Fig. 1: run 1, cell placement
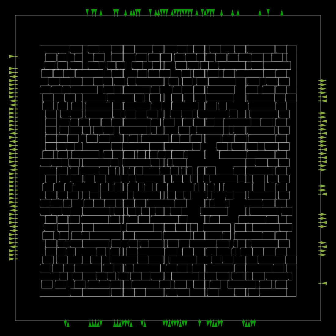
Fig. 2: run 1, wire density map
21 x 21 tiles, from black (low) to pale yellow (high), scaled to the fullest tile. Values are wire area over tile area, all layers added.
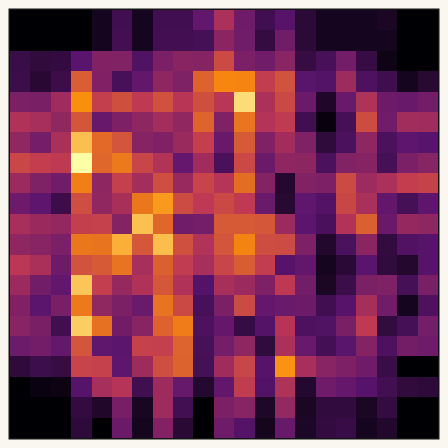
Fig. 3: run 1, nets reached from selected ports
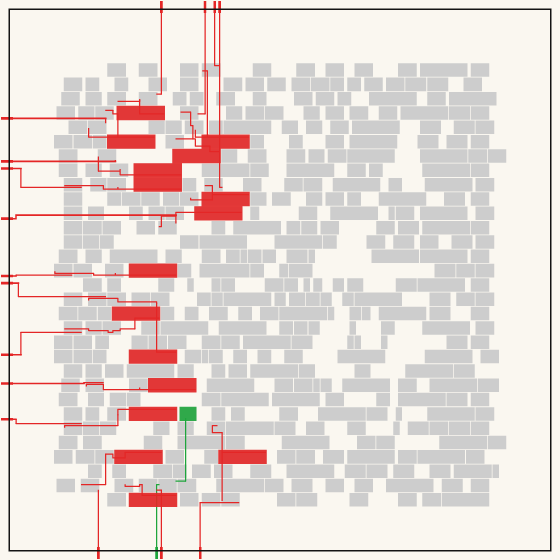
==> src/rtl/hack_mem_arbiter_if.sv <==
// Bus bundle for the Hack data-memory arbiter: two req/ack requester ports,
// the shared single-port memory side, and status.
interface hack_mem_arbiter_if #(
    parameter int AW = 16,
    parameter int DW = 16
);
    logic          cpu_req;
    logic          cpu_we;
    logic [AW-1:0] cpu_addr;
    logic [DW-1:0] cpu_wdata;
    logic [DW-1:0] cpu_rdata;
    logic          cpu_ack;

    logic          ldr_req;
    logic          ldr_we;
    logic [AW-1:0] ldr_addr;
    logic [DW-1:0] ldr_wdata;
    logic [DW-1:0] ldr_rdata;
    logic          ldr_ack;

    logic          mem_en;
    logic          mem_we;
    logic [AW-1:0] mem_addr;
    logic [DW-1:0] mem_wdata;
    logic [DW-1:0] mem_rdata;

    logic          busy;
    logic          owner;

    modport slave (
        input  cpu_req, cpu_we, cpu_addr, cpu_wdata,
        output cpu_rdata, cpu_ack,
        input  ldr_req, ldr_we, ldr_addr, ldr_wdata,
        output ldr_rdata, ldr_ack,
        output mem_en, mem_we, mem_addr, mem_wdata,
        input  mem_rdata,
        output busy, owner
    );

    modport master (
        output cpu_req, cpu_we, cpu_addr, cpu_wdata,
        input  cpu_rdata, cpu_ack,
        output ldr_req, ldr_we, ldr_addr, ldr_wdata,
        input  ldr_rdata, ldr_ack,
        input  mem_en, mem_we, mem_addr, mem_wdata,
        output mem_rdata,
        input  busy, owner
    );
endinterface

==> src/rtl/hack_mem_arbiter.sv <==
// Round-robin arbiter sharing one 16-bit single-port RAM between the Hack CPU
// data port and a loader; one access in flight, WAIT_STATES extra cycles each.
module hack_mem_arbiter #(
    parameter int AW          = 16,
    parameter int DW          = 16,
    parameter int WAIT_STATES = 1
) (
    input  logic               clk,
    input  logic               reset,
    hack_mem_arbiter_if.slave  bus
);
    typedef enum logic [1:0] {IDLE, ACCESS, DONE} state_t;

    state_t        state, state_nxt;
    logic [3:0]    cnt;
    logic          we_q;
    logic          owner_q;
    logic          last_grant;
    logic [AW-1:0] addr_q;
    logic [DW-1:0] wdata_q;
    logic [DW-1:0] cpu_rd_q;
    logic [DW-1:0] ldr_rd_q;
    logic          gnt;
    logic          gnt_sel;
    logic          cap;

    always_comb begin
        state_nxt = state;
        gnt       = 1'b0;
        gnt_sel   = 1'b0;
        cap       = 1'b0;
        case (state)
            IDLE: begin
                if (bus.cpu_req || bus.ldr_req) begin
                    gnt       = 1'b1;
                    // On a tie the side that did not win last time goes next
                    gnt_sel   = (bus.cpu_req && bus.ldr_req) ? ~last_grant : bus.ldr_req;
                    state_nxt = ACCESS;
                end
            end
            ACCESS: begin
                if (cnt == 4'd0) begin
                    cap       = ~we_q;
                    state_nxt = DONE;
                end
            end
            DONE:    state_nxt = IDLE;
            default: state_nxt = IDLE;
        endcase
    end

    always_ff @(posedge clk or negedge reset) begin
        if (!reset) state <= IDLE;
        else        state <= state_nxt;
    end

    always_ff @(posedge clk or negedge reset) begin
        if (!reset) begin
            cnt        <= 4'd0;
            we_q       <= 1'b0;
            owner_q    <= 1'b0;
            last_grant <= 1'b1;
            addr_q     <= '0;
            wdata_q    <= '0;
            cpu_rd_q   <= '0;
            ldr_rd_q   <= '0;
        end else begin
            if (gnt) begin
                cnt        <= 4'(WAIT_STATES);
                owner_q    <= gnt_sel;
                last_grant <= gnt_sel;
                we_q       <= gnt_sel ? bus.ldr_we    : bus.cpu_we;
                addr_q     <= gnt_sel ? bus.ldr_addr  : bus.cpu_addr;
                wdata_q    <= gnt_sel ? bus.ldr_wdata : bus.cpu_wdata;
            end
            if (state == ACCESS && cnt != 4'd0)
                cnt <= cnt - 4'd1;
            if (cap) begin
                if (owner_q) ldr_rd_q <= bus.mem_rdata;
                else         cpu_rd_q <= bus.mem_rdata;
            end
        end
    end

    // Strobes decode straight from state so an async reset kills them at once
    assign bus.mem_en    = (state == ACCESS);
    assign bus.mem_we    = (state == ACCESS) && we_q;
    assign bus.mem_addr  = addr_q;
    assign bus.mem_wdata = wdata_q;
    assign bus.cpu_ack   = (state == DONE) && !owner_q;
    assign bus.ldr_ack   = (state == DONE) &&  owner_q;
    assign bus.cpu_rdata = cpu_rd_q;
    assign bus.ldr_rdata = ldr_rd_q;
    assign bus.busy      = (state != IDLE);
    assign bus.owner     = owner_q;
endmodule

==> src/flat_wrapper.sv <==
// flat-port wrapper written by rule: the top's interface ports become plain ports
module hack_mem_arbiter_flat 
#(
    parameter int AW          = 16,
    parameter int DW          = 16,
    parameter int WAIT_STATES = 1
)
  (clk, reset, bus_cpu_req, bus_cpu_we, bus_cpu_addr, bus_cpu_wdata, bus_cpu_rdata, bus_cpu_ack, bus_ldr_req, bus_ldr_we, bus_ldr_addr, bus_ldr_wdata, bus_ldr_rdata, bus_ldr_ack, bus_mem_en, bus_mem_we, bus_mem_addr, bus_mem_wdata, bus_mem_rdata, bus_busy, bus_owner);
  hack_mem_arbiter_if #(.AW(AW), .DW(DW)) bus_i ();
  input  logic clk;
  input  logic reset;
  input wire logic [$bits(bus_i.cpu_req)-1:0] bus_cpu_req;
  input wire logic [$bits(bus_i.cpu_we)-1:0] bus_cpu_we;
  input wire logic [$bits(bus_i.cpu_addr)-1:0] bus_cpu_addr;
  input wire logic [$bits(bus_i.cpu_wdata)-1:0] bus_cpu_wdata;
  output wire logic [$bits(bus_i.cpu_rdata)-1:0] bus_cpu_rdata;
  output wire logic [$bits(bus_i.cpu_ack)-1:0] bus_cpu_ack;
  input wire logic [$bits(bus_i.ldr_req)-1:0] bus_ldr_req;
  input wire logic [$bits(bus_i.ldr_we)-1:0] bus_ldr_we;
  input wire logic [$bits(bus_i.ldr_addr)-1:0] bus_ldr_addr;
  input wire logic [$bits(bus_i.ldr_wdata)-1:0] bus_ldr_wdata;
  output wire logic [$bits(bus_i.ldr_rdata)-1:0] bus_ldr_rdata;
  output wire logic [$bits(bus_i.ldr_ack)-1:0] bus_ldr_ack;
  output wire logic [$bits(bus_i.mem_en)-1:0] bus_mem_en;
  output wire logic [$bits(bus_i.mem_we)-1:0] bus_mem_we;
  output wire logic [$bits(bus_i.mem_addr)-1:0] bus_mem_addr;
  output wire logic [$bits(bus_i.mem_wdata)-1:0] bus_mem_wdata;
  input wire logic [$bits(bus_i.mem_rdata)-1:0] bus_mem_rdata;
  output wire logic [$bits(bus_i.busy)-1:0] bus_busy;
  output wire logic [$bits(bus_i.owner)-1:0] bus_owner;
  assign bus_i.cpu_req = bus_cpu_req;
  assign bus_i.cpu_we = bus_cpu_we;
  assign bus_i.cpu_addr = bus_cpu_addr;
  assign bus_i.cpu_wdata = bus_cpu_wdata;
  assign bus_cpu_rdata = bus_i.cpu_rdata;
  assign bus_cpu_ack = bus_i.cpu_ack;
  assign bus_i.ldr_req = bus_ldr_req;
  assign bus_i.ldr_we = bus_ldr_we;
  assign bus_i.ldr_addr = bus_ldr_addr;
  assign bus_i.ldr_wdata = bus_ldr_wdata;
  assign bus_ldr_rdata = bus_i.ldr_rdata;
  assign bus_ldr_ack = bus_i.ldr_ack;
  assign bus_mem_en = bus_i.mem_en;
  assign bus_mem_we = bus_i.mem_we;
  assign bus_mem_addr = bus_i.mem_addr;
  assign bus_mem_wdata = bus_i.mem_wdata;
  assign bus_i.mem_rdata = bus_mem_rdata;
  assign bus_busy = bus_i.busy;
  assign bus_owner = bus_i.owner;
  hack_mem_arbiter #(.AW(AW), .DW(DW), .WAIT_STATES(WAIT_STATES)) u_core (.clk(clk), .reset(reset), .bus(bus_i));
endmodule
==> config.mk <==
export PLATFORM = sky130hd
export DESIGN_NAME = hack_mem_arbiter_flat
export DESIGN_NICKNAME = d
export VERILOG_FILES = /design/src/rtl/hack_mem_arbiter_if.sv /design/src/rtl/hack_mem_arbiter.sv /design/src/flat_wrapper.sv
export SDC_FILE = /design/constraint.sdc
export NUM_CORES = 1
export LEC_CHECK = 0
export CAP_MARGIN = 30
export CORE_MARGIN = 8
export CORE_UTILIZATION = 46
export CTS_BUF_LIST = sky130_fd_sc_hd__clkbuf_4
export DETAILED_ROUTE_END_ITERATION = 6
export PLACE_DENSITY_LB_ADDON = 0.05
export RECOVER_POWER = 50
export SLEW_MARGIN = 20
export SYNTH_ARGS = -nofsm -noshare
export SYNTH_HDL_FRONTEND = slang
export SYNTH_SLANG_ARGS = --single-unit
==> constraint.sdc <==
create_clock -name clk -period 5.7 [get_ports clk]
set_input_delay 1.71 -clock clk [delete_from_list [all_inputs] [get_ports clk]]
set_output_delay 1.71 -clock clk [all_outputs]
set_load 0.03 [all_outputs]
==> Changelog: implementation, run 1 <==
### Changed

* Outcome: complete, but fails checks
* Failing checks: max-capacitance violations, max-slew violations
* Combinational power share at 0.607
* Synth cell count leaders: dfrtp_1, nor3b_1, a221o_1, and4_1, mux2_2
* Initial antenna violation count at 0
* Max-cap viol count at 1
* DRC at 0
* Fin area at 5119 um2
* Finished Layout Cells at between 500 and 600
* Area delta synth->final at 48.66%
* Power Dens Cells at 582.5 nW/um2
* # Cells Yosys at about 270
* Crit Path Max Fanout at 37
* Setup violations, final at 0
* Count leader, synth: dfrtp_1
* Mapped Area at around 3400 um2
* Clock Tree Buf Depth at 2
* Clk latency late pin at about 400 ps
* Via-to-Cell Ratio at approximately 5.5
* NumNets Final at 503
* DP Area at 5082 um2
* Hold Crit Depth at 1
* CTS Sinks at between 70 and 80
* Worst path arrival time at 2310 ps
* Chip Width at 102.5 um
* Largest net degree at the start of global routing at between 70 and 80
* Termination of the worst setup path: bus_busy
* Antenna diodes at 0
* Hold_sp: u_core.bus.ldr_rdata[0]
* Pint at 1.677 mW
* GR Overflow Total at 0
* FP Core Util at 0.4747
* Root buf cell: clkbuf_4
* Yosys warns at 0
* Chip area in the Yosys report at 3443 um2
* Fin. Hold Viols at 0
* Switching power at 1.305 mW
* DP Wirelength at slightly above 7 mm
* Worst setup SP type: flop
* TritonRoute pass-1 iters at 4
* Simple share at 0.2057
* Element type at the critical path end: output pin
* Setup bufs post-CTS at 0
* Reg-to-reg setup timing slack at 2590 ps
* Worst Setup SP: u_core.state[0]
* Biggest area cells: dfrtp_1, mux2_2, a221o_1, and4_1, nor3b_1
* Pre-CTS setup slack at ~1800 ps
* Netlist cell types at 33
* CTS tree: yes
* RSZ-0062 raised after global routing: no
* Hold Crit Endpoint: u_core.bus.ldr_rdata[0]
* Multiplexer share at 0.1079
* Die Ht at a little over 100 um
* P_leak at 2.077 nW
* VDD IR max at 0.0002552 V
* H-tree depth at 3
* Overall power at about 3.0 mW
* Yosys aoi share at 0.1141
* Final Max Slew Viols at 30
* FF-to-FF End: u_core.bus.ldr_rdata[11]
* Hold-fix buffers, CTS at 0
* Sequential Power Share at 0.315
* Hold crit path type: flop to flop
* Crit path time final at 4024 ps
* GP Congestion at 0.7279
* Yosys top cell by area: dfrtp_1
* Top logic family: simple AND/OR/NAND/NOR gates
* R2r worst-path depth at 6
* Tool Warnings at 26
* Clock transition at path regs at 110 ps
* Total Neg Setup Slack at 0 ps
* Origin of the critical flop-to-flop path: u_core.cnt[1]
* Resize count post-CTS at 0
-- Fig. 1 (at the start) --
Core Rows: 31
# Taps: 99
core area: 7253 um2
Filler Cells Inserted: 557
registers: 73

-- Fig. 2 (at the start) --
mean over tiles: 0.15
tiles over half the peak: 22%
fullest tile: 0.47
nearly empty tiles: 6.8%

-- Fig. 3 (at the start) --
legend:
  red:
    port: bus_mem_addr
    bits: 16
    direction: output
    end_cells: 16
    buffers: 16
    wire: 623 um
  green:
    port: bus_ldr_we
    bits: 1
    direction: input
    end_cells: 1
    buffers: 1
    wire: 26.3 um
I/O Pins: 156
Port Buf Inserts: 155

## run 1: power by group through the flow
stage,logic (mW),registers (mW),clock network (mW)
after global placement,1.81,0.954,0
after detailed placement,1.86,0.955,0
final,1.81,0.938,0.233
after CTS,1.85,0.953,0.242
after floorplan,0.652,1.40,0
after global routing,1.91,0.974,0.266
## run 1: layout make-up
| cell class | instances | area, um2 |
|---|---|---|
| Clock buffer | 9 | 67.56 |
| Clock inverter | 3 | 12.51 |
| Fill cell | 557 | 2135 |
| Inverter | 5 | 18.77 |
| Multi-Input combinational cell | 162 | 1443 |
| Sequential cell | 73 | 1828 |
| Tap cell | 99 | 123.9 |
| Timing Repair Buffer | 165 | 1625 |
## run 1: placed cells by master, fill, tap and decap left out, types with 4 or more instances in the layout
master | Yosys | final
mux2_2 | 33 | 31
dfrtp_1 | 72 | 72
inv_1 | 4 | 4
clkbuf_4 | 0 | 9
buf_4 | 2 | 7
dlygate4sd3_1 | 0 | 4
a221o_1 | 33 | 33
clkdlybuf4s50_1 | 0 | 150
nor3b_1 | 35 | 35
and4_1 | 33 | 33
## run 1: logic make-up after synthesis
| kind of cell | Yosys count |
|---|---|
| multiplexers | 33 |
| flip-flops | 73 |
| AND/OR/NAND/NOR | 86 |
| adder cells (fa/ha/maj) | 1 |
| AND-OR/OR-AND | 42 |
| buffers and inverters | 30 |
## run 1: layer usage
layer / up-vias / wire (um) / GRT usage
met4: 0 / 155 / 0.06772
met1: 1363 / 4046 / 0.2220
met5: - / 0 / 0
met2: 108 / 4920 / 0.3227
li1: 1346 / - / -
met3: 12 / 829 / 0.06077
## run 1: worst max-delay path: stages (launching register included)
cell             delay [ps]
dfrtp_1                 430
nor2_2                   60
buf_4                   230
clkinv_1                 70
buf_4                   360
clkdlybuf4s50_1         760
--- run 2 (diff from run 1) ---
--- a/config.mk
+++ b/config.mk
@@ -7,7 +7,7 @@
 export LEC_CHECK = 0
 export CAP_MARGIN = 30
 export CORE_MARGIN = 8
-export CORE_UTILIZATION = 46
+export CORE_UTILIZATION = 39
 export CTS_BUF_LIST = sky130_fd_sc_hd__clkbuf_4
 export DETAILED_ROUTE_END_ITERATION = 6
 export PLACE_DENSITY_LB_ADDON = 0.05
==> constraint.sdc (replaced) <==
create_clock -name clk -period 3.65 [get_ports clk]
set_input_delay 1.095 -clock clk [delete_from_list [all_inputs] [get_ports clk]]
set_output_delay 1.095 -clock clk [all_outputs]
set_load 0.03 [all_outputs]
Fig. 4: run 2, metal 3
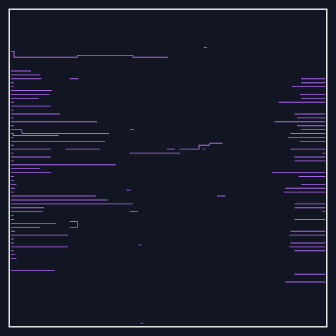
wire length on this layer: 1000 um
share of all routed wire: 10%
main direction: horizontal
longest straight run: 42.1 um
nets with wire on the layer: 91

==> run 2 against run 1 <==
  * The run still ends with max-capacitance violations, max-slew violations left
  * Sequential power increased by 57%
  * Design area increased by 2.1%
  * Critical path depth decreased by 1
  * Area after synthesis unchanged
  * Total power increased by 65%
  * Critical path type unchanged
  * Global-route usage decreased by 2.5 points
==> Changelog: implementation, run 2 <==
### Changed

* Outcome: complete, but fails checks
* Failing checks: max-capacitance violations, max-slew violations
* Top cell excl fill/tap: clkdlybuf4s50_1
* Port Buf Inserts at approximately 160
* Fin. Hold Viols at 0
* Clock Tree Buf Depth at 2
* Count leader, synth: dfrtp_1
* Hold Crit Depth at 1
* Combinational power share at 0.573
* Antenna diodes at 0
* CP top delay family: buffers and inverters
* Root buf cell: clkbuf_4
* Crit Path Max Fanout at 5
* Sequential Power Share at 0.298
* Max-cap viol count at 3
* Crit path cell chain: or2b_1, inv_1, and2_1, clkdlybuf4s50_1
* # Cells Yosys at between 200 and 300
* P_leak at 2.126 nW
* Clock transition at path regs at about 110 ps
* DP Wirelength at between 7 and 8 mm
* Fin area at 5228 um2
* Core Rows at 34
* Tool Warnings at 26
* Initial antenna violation count at 0
* Critical path's slowest cell: clkdlybuf4s50_1
* Element type at the critical path end: output pin
* Final Max Slew Viols at 38
* Largest net degree at the start of global routing at 74
* Hold Crit Endpoint: u_core.bus.ldr_rdata[7]
* Worst setup SP type: flop
* Via-to-Cell Ratio at 5.419
* Area delta synth->final at 51.82%
* TritonRoute pass-1 iters at 4
* Pre-CTS setup slack at 802.6 ps
* Yosys warns at 0
* H-tree depth at 3
* RSZ-0062 raised after global routing: no
* CTS tree: yes
* Slowest cell delay on critical path at 670 ps
* Power Dens Cells at about 940 nW/um2
* I/O Pins at 156
* Mapped Area at ~3400 um2
* CTS Sinks at around 73
* Levels on crit path at 4
Fig. 5: run 2, cell placement
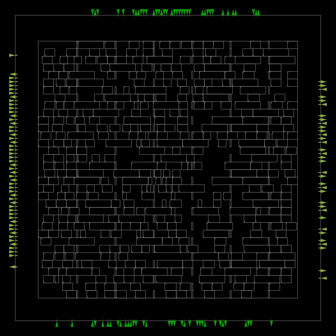
Filler Cells Inserted: 745
Finished Layout Cells: 530
core area: 8636 um2
Seq area share: 0.3497

[run 2: cell counts after synthesis]
Identical to the previous run, type by type.
[run 2: kinds of logic after synthesis]
kind of cell / share of synthesized area
and+or+nand+nor: 0.2057
DFF: 0.5309
AOI/OAI and AO/OA: 0.1141
muxes: 0.1079
buffers and inverters: 0.03779
adders and majority gates: 0.003633
[run 2: worst register-to-register path, cell delays in order (launching register included)]
cell	delay [ps]
dfrtp_1	400
inv_1	90
ha_1	210
nand4bb_1	190
nor4b_1	1360
buf_4	390
mux2_2	350
[run 2: how the worst max path moves through the flow]
stage | from | to
floorplan | u_core.bus.owner | bus_cpu_ack
global placement | u_core.state[0] | bus_mem_we
detailed placement | bus_ldr_req | u_core.bus.mem_addr[15]
CTS | u_core.state[0] | bus_mem_we
global route | u_core.cnt[0] | u_core.bus.ldr_rdata[9]
finish | u_core.state[1] | bus_mem_we
[run 2: layout make-up]
| class | count | area (um2) | share of cell area |
|---|---|---|---|
| Inverter | 5 | 18.77 | 0.003590 |
| Tap cell | 108 | 135.1 | 0.02585 |
| Clock buffer | 10 | 75.07 | 0.01436 |
| Sequential cell | 73 | 1828 | 0.3497 |
| Timing Repair Buffer | 166 | 1622 | 0.3102 |
| Multi-Input combinational cell | 162 | 1443 | 0.2760 |
| Clock inverter | 6 | 106.4 | 0.02034 |
[run 2: per-layer routing]
layer	track usage	vias up	wire [um]
met3	0.06272	12	1004
met5	0	-	0
li1	-	1347	-
met1	0.1984	1411	3986
met4	0.05882	0	141
met2	0.2671	102	4825
[run 2: power by group through the flow]
stage               Clock [mW]  Sequential [mW]  Combinational [mW]
global placement             0             1.50                2.85
detailed placement           0             1.50                2.90
floorplan                    0             2.19                1.02
global route             0.680             1.53                3.00
CTS                      0.644             1.49                2.90
finish                   0.631             1.47                2.82
Power is estimated from default activity; no workload was simulated.
